===== config.mk =====
export PLATFORM = sky130hd
export DESIGN_NAME = cacheline_arbiter
export DESIGN_NICKNAME = d
export VERILOG_FILES = /design/src/rtl/cacheline_arbiter_pkg.sv /design/src/rtl/cacheline_arbiter_rr_pick.sv /design/src/rtl/cacheline_arbiter.sv
export SDC_FILE = /design/constraint.sdc
export NUM_CORES = 2
export LEC_CHECK = 0
export ABC_AREA = 1
export CORE_AREA = 2 2 546 548
export CTS_BUF_LIST = sky130_fd_sc_hd__clkbuf_4
export DETAILED_ROUTE_END_ITERATION = 8
export DIE_AREA = 0 0 548 550
export PLACE_DENSITY_LB_ADDON = 0.2
export SLEW_MARGIN = 20
export SYNTH_ARGS = -nofsm -noshare
export SYNTH_HDL_FRONTEND = slang
export SYNTH_SLANG_ARGS = --single-unit

===== constraint.sdc =====
create_clock -name clk -period 3.5 [get_ports clk]
set_input_delay 0.7 -clock clk [delete_from_list [all_inputs] [get_ports clk]]
set_output_delay 0.7 -clock clk [all_outputs]
set_load 0.03 [all_outputs]

===== src/rtl/cacheline_arbiter_pkg.sv =====
// rtl/cacheline_arbiter_pkg.sv - shared state/source enums and width defaults for cacheline_arbiter
package arb_types;

  typedef enum logic [1:0] {IDLE, SERVE_I, SERVE_D, DONE} arb_state_t;
  typedef enum logic {SRC_INSTR, SRC_DATA} arb_src_t;

  localparam int ARB_ADDR_W = 32;
  localparam int ARB_LINE_W = 256;

endpackage


===== src/rtl/cacheline_arbiter_rr_pick.sv =====
// rtl/cacheline_arbiter_rr_pick.sv - round-robin I/D winner select, used only with ARB_ROUND_ROBIN_EN
module arb_rr_pick
  import arb_types::*;
(
  input  logic clk,
  input  logic rst,
  input  logic i_req,
  input  logic d_req,
  input  logic grant_en,
  output logic pick_d
);

  arb_src_t last_q;
  arb_src_t last_d;

  // A contested grant goes to whoever was not served last.
  always_comb begin
    pick_d = d_req && (!i_req || (last_q == SRC_INSTR));
    last_d = last_q;
    if (grant_en && (i_req || d_req)) begin
      last_d = pick_d ? SRC_DATA : SRC_INSTR;
    end
  end

  always_ff @(posedge clk) begin
    if (rst) begin
      last_q <= SRC_DATA;
    end else begin
      last_q <= last_d;
    end
  end

endmodule


===== src/rtl/cacheline_arbiter.sv =====
// rtl/cacheline_arbiter.sv - shares one cacheline memory port between I-cache and D-cache
// Fixed D-priority by default; ARB_ROUND_ROBIN_EN selects round-robin on contested grants.
module cacheline_arbiter
  import arb_types::*;
#(
  parameter int ADDR_W = ARB_ADDR_W,
  parameter int LINE_W = ARB_LINE_W
) (
  input  logic              clk,
  input  logic              rst,
  input  logic              i_read,
  input  logic [ADDR_W-1:0] i_addr,
  output logic [LINE_W-1:0] i_rdata,
  output logic              i_resp,
  input  logic              d_read,
  input  logic              d_write,
  input  logic [ADDR_W-1:0] d_addr,
  input  logic [LINE_W-1:0] d_wdata,
  output logic [LINE_W-1:0] d_rdata,
  output logic              d_resp,
  output logic              mem_read,
  output logic              mem_write,
  output logic [ADDR_W-1:0] mem_addr,
  output logic [LINE_W-1:0] mem_wdata,
  input  logic [LINE_W-1:0] mem_rdata,
  input  logic              mem_resp
);

  arb_state_t        state_q;
  logic              mem_read_q;
  logic              mem_write_q;
  logic              i_resp_q;
  logic              d_resp_q;
  logic [ADDR_W-1:0] mem_addr_q;
  logic [LINE_W-1:0] mem_wdata_q;
  logic [LINE_W-1:0] i_rdata_q;
  logic [LINE_W-1:0] d_rdata_q;

  logic d_req;
  logic grant_en;
  logic pick_d;

  assign d_req    = d_read | d_write;
  assign grant_en = (state_q == IDLE);

`ifdef ARB_ROUND_ROBIN_EN
  arb_rr_pick u_rr_pick (
    .clk      (clk),
    .rst      (rst),
    .i_req    (i_read),
    .d_req    (d_req),
    .grant_en (grant_en),
    .pick_d   (pick_d)
  );
`else
  assign pick_d = d_req;
`endif

  always_ff @(posedge clk) begin
    if (rst) begin
      state_q     <= IDLE;
      mem_read_q  <= 1'b0;
      mem_write_q <= 1'b0;
      i_resp_q    <= 1'b0;
      d_resp_q    <= 1'b0;
      mem_addr_q  <= '0;
      mem_wdata_q <= '0;
      i_rdata_q   <= '0;
      d_rdata_q   <= '0;
    end else begin
      i_resp_q <= 1'b0;
      d_resp_q <= 1'b0;
      unique case (state_q)
        IDLE: begin
          // d_read together with d_write is resolved as a writeback.
          if (pick_d) begin
            mem_addr_q  <= d_addr;
            mem_wdata_q <= d_wdata;
            mem_write_q <= d_write;
            mem_read_q  <= ~d_write;
            state_q     <= SERVE_D;
          end else if (i_read) begin
            mem_addr_q  <= i_addr;
            mem_read_q  <= 1'b1;
            mem_write_q <= 1'b0;
            state_q     <= SERVE_I;
          end
        end
        SERVE_I: begin
          if (mem_resp) begin
            i_rdata_q  <= mem_rdata;
            mem_read_q <= 1'b0;
            i_resp_q   <= 1'b1;
            state_q    <= DONE;
          end
        end
        SERVE_D: begin
          if (mem_resp) begin
            if (mem_read_q) begin
              d_rdata_q <= mem_rdata;
            end
            mem_read_q  <= 1'b0;
            mem_write_q <= 1'b0;
            d_resp_q    <= 1'b1;
            state_q     <= DONE;
          end
        end
        DONE:    state_q <= IDLE;
        default: state_q <= IDLE;
      endcase
    end
  end

  assign mem_read  = mem_read_q;
  assign mem_write = mem_write_q;
  assign mem_addr  = mem_addr_q;
  assign mem_wdata = mem_wdata_q;
  assign i_rdata   = i_rdata_q;
  assign i_resp    = i_resp_q;
  assign d_rdata   = d_rdata_q;
  assign d_resp    = d_resp_q;

endmodule


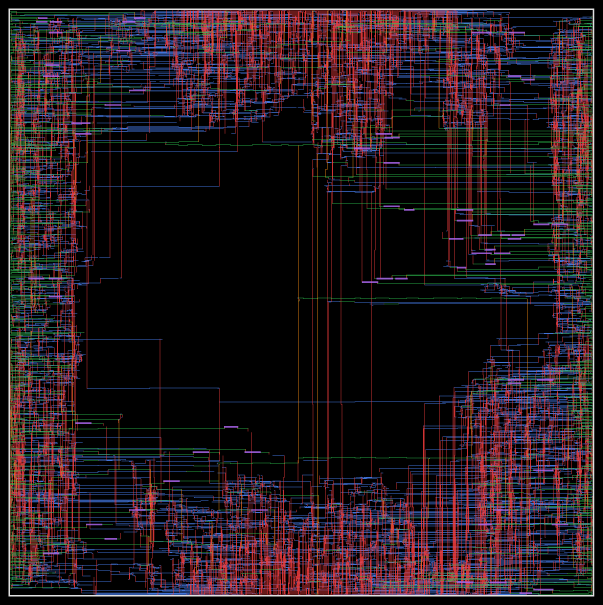
**Above:** wiring by layer.
M2 -> red  # wire length 91.6 mm
M1 -> blue  # wire length 85.5 mm
M5 -> purple  # wire length 809 um
M3 -> green  # wire length 24.7 mm
M4 -> orange  # wire length 4,310 um

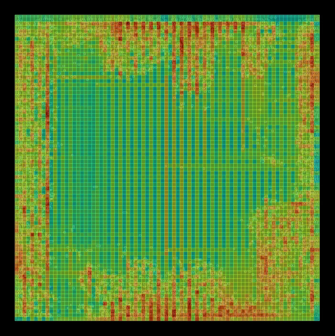
**Above:** track usage over the die.
GRT Max-Usage Layer: met2
met2 usage: 20.9%
routed wire length per instance: 21.4 um

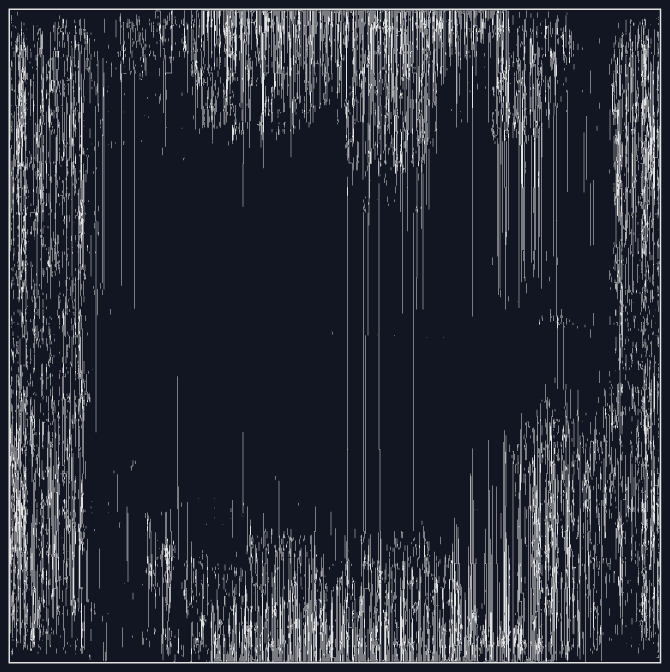
**Above:** metal 2.
share of all routed wire = 44%
longest straight run = 269 um
main direction = vertical

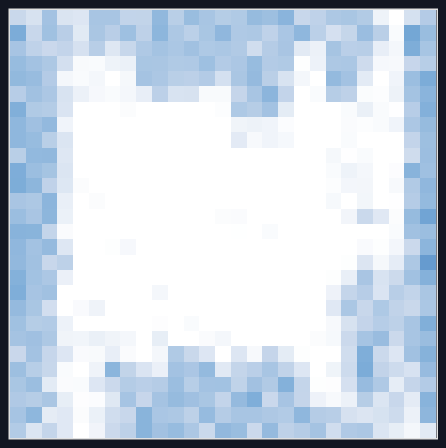
**Above:** placement density heat map.
27 x 28 tiles, from white (low) to dark blue (high), 0 to 100% covered.
emptiest ninth of the die = centre
fullest tile = 56%
nearly empty tiles = 37%
mean over tiles = 16%

==> results.cfg <==
; yosys + openroad results
[run_status]
status = completed

[cells_and_area]
layout.cells.non_filler = 9650
numSequentialCells = 806
area_delta_synth_final_pct = 89.4
comb.multi_input.count = 2314
utilization_pct = 18.3
area_share_clock_buf_inv_pct = 5.83
finalNetCount = 6109
nonClockBufferCount = 1832
antenna_cells = 44
layout.cells.largest_class = non-clock buffers
combAreaFraction_pct = 18.7
multi_input_gate_area_in_the_final_layout_um2 = 10100
bufAreaShareNonClock_pct = 34.1

[job]
openroad.warnings = 35

[detailed_routing]
drt-initial-drc-count = 1551
detail_route.first_pass.iterations = 5
detailroute.via_count = 32528
drt-vias-per-instance = 3.37

[cts]
cts_buffer_count = 266
clock_sink_count = 806
clkSlewWorstSetupHoldPaths_ns = 0.06
clk_path_buf_depth = 4
cts_setup_buffers = 0
cts_tree = built
post_cts_hold_buffer_count = 346
clk-insertion-delay-late_ns = 1.21
ctsResizeCount = 8

[final_timing]
min_period_ns = 3.17
finClkSkew_ns = 0.131
report.final.hold_viol_count = 0
grt_setup_unrepaired = false
report.final.slew_viol_count = 0
totalNegativeSetupSlack_ns = 0
setup_violations = 0
timing_worst_slew_pin_value_ns = 0.751
slew_headroom_pct = 49.4

[synth]
synth.yosys.warnings = 0
synth_cell_type_count = 20
postSynthSeqShare_pct = 56.6
synth-seq-cells = 806
yosys.stat.chipArea_um2 = 28500
yosys-stat-cells = 3691

[placement]
io_buffer_count = 1385
gp_congestion = 0.870
place_inst = 8847
dp_hpwl_mm = 166

[floorplan]
floorplan.io_pins = 1386
floorplan.die.height_um = 550
core_region_area_um2 = 296000
initial_core_util_pct = 9.64
row_count = 200
die.size.x_um = 548

[power]
power.total_uw = 39000
powerDensity_nw_per_um2 = 723
power.share.clock_pct = 25.5
p_int_uw = 22400
power.group.top = combinational cells
irDropWorstVdd_mv = 0.305
p_sw_uw = 16600
power_leakage_uw = 0.0196
clockNetworkPower_uw = 9950
power_frac_seq_pct = 31.7
comb_power_share_pct = 42.8
p_sw_share_pct = 42.6

[global_routing]
grt_start_max_net_pins = 105
grt_first_pass_wirelength_mm = 276
grt_remaining_overflow = 0
groute.usage.overall_pct = 13.1

[setup_path]
critical_path.cell_chain = clkdlybuf4s50_1
cp_data_required_time_ns = 2.80
cpLargestDelayFamily = buffers and inverters
cp-end-kind = output port
cp-start-kind = flip-flop
critical_path_class = reg2out
critPathBufInv = 1
worst-path-max-fanout = 2

[min_path]
timing.hold.worst.class = in2reg
==> Yosys cell counts (all sizes together) <==
master  number  area share, %
nand3        5           0.11
nor3         1          0.018
inv        302            4.0
a21o         1          0.026
ha           5           0.22
buf         86            1.8
o21ai      770             14
dfxtp      806             57
clkbuf     183            2.4
nor2      1099             14
nand2      176            2.3
a21oi      257            4.5
==> logic make-up (layout without fill, tap and decap cells) <==
kind of cell | count (synthesis) | in the layout | share of synthesized area (%)
DFF | 806 | 806 | 56.6
AOI/OAI and AO/OA | 1028 | 1028 | 18.1
and+or+nand+nor | 1281 | 1281 | 17.0
adders and majority gates | 5 | 5 | 0.220
buffers and inverters | 571 | 2547 | 8.14
other | 0 | 44 | 0
==> metrics by stage <==
step                hold WS (ns)  instance area, um2
floorplan                  0.568               28500
global placement           0.430               47300
detailed placement         0.434               47300
CTS                     0.000292               53900
global route              0.0363               53900
finish                     0.246               54000
==> per-layer routing <==
metal,vias up,part of all wire (%),GRT usage [%]
met5,-,0.39,0
met4,130,2.1,3.19
li1,15563,-,-
met2,1438,44,20.9
met3,398,12,7.26
met1,14999,41,15.2
==> cell usage in the layout, fill, tap and decap left out, types with 9 or more instances in the layout <==
master / Yosys / final
sky130_fd_sc_hd__inv_1: 299 / 297
sky130_fd_sc_hd__nor2_1: 1098 / 1098
sky130_fd_sc_hd__clkdlybuf4s50_1: 0 / 1374
sky130_fd_sc_hd__o21ai_1: 73 / 73
sky130_fd_sc_hd__buf_12: 0 / 28
sky130_fd_sc_hd__clkinv_1: 0 / 24
sky130_fd_sc_hd__buf_4: 26 / 76
sky130_fd_sc_hd__a21oi_1: 257 / 257
sky130_fd_sc_hd__clkinvlp_4: 0 / 9
sky130_fd_sc_hd__nand2_1: 173 / 172
sky130_fd_sc_hd__diode_2: 0 / 44
sky130_fd_sc_hd__o21ai_0: 697 / 697
sky130_fd_sc_hd__clkbuf_4: 0 / 367
sky130_fd_sc_hd__dlygate4sd3_1: 0 / 346
sky130_fd_sc_hd__dfxtp_1: 806 / 806
==> final timing paths <==
kind | startpoint | end | slack [ns] | depth (start not counted)
setup / recovery | mem_wdata[92]$_SDFFE_PP0P_ | mem_wdata[92] | 0.33 | 1
hold reg to reg | d_rdata[95]$_SDFFE_PP0P_ | d_rdata[95]$_SDFFE_PP0P_ | 0.44 | 2
setup reg to reg | state_q[1]$_SDFFE_PP0P_ | mem_wdata[236]$_SDFFE_PP0P_ | 1.00 | 6
hold / removal | d_wdata[106] | mem_wdata[106]$_SDFFE_PP0P_ | 0.25 | 3
==> registers in the layout (all words and copies together) (netlist names) <==
register,flops
mem_write,1
i_rdata,256
d_resp,1
mem_addr,32
d_rdata,256
i_resp,1
mem_wdata,256
state_q,2
mem_read,1
==> worst reg2reg max path, stage by stage, from the launching register on <==
cell and delay, ns:
sky130_fd_sc_hd__dfxtp_1 0.34, sky130_fd_sc_hd__inv_1 0.13, sky130_fd_sc_hd__ha_1 0.45, sky130_fd_sc_hd__nand2_8 0.22
sky130_fd_sc_hd__buf_12 0.26, sky130_fd_sc_hd__o21ai_0 0.97, sky130_fd_sc_hd__nor2_1 0.07
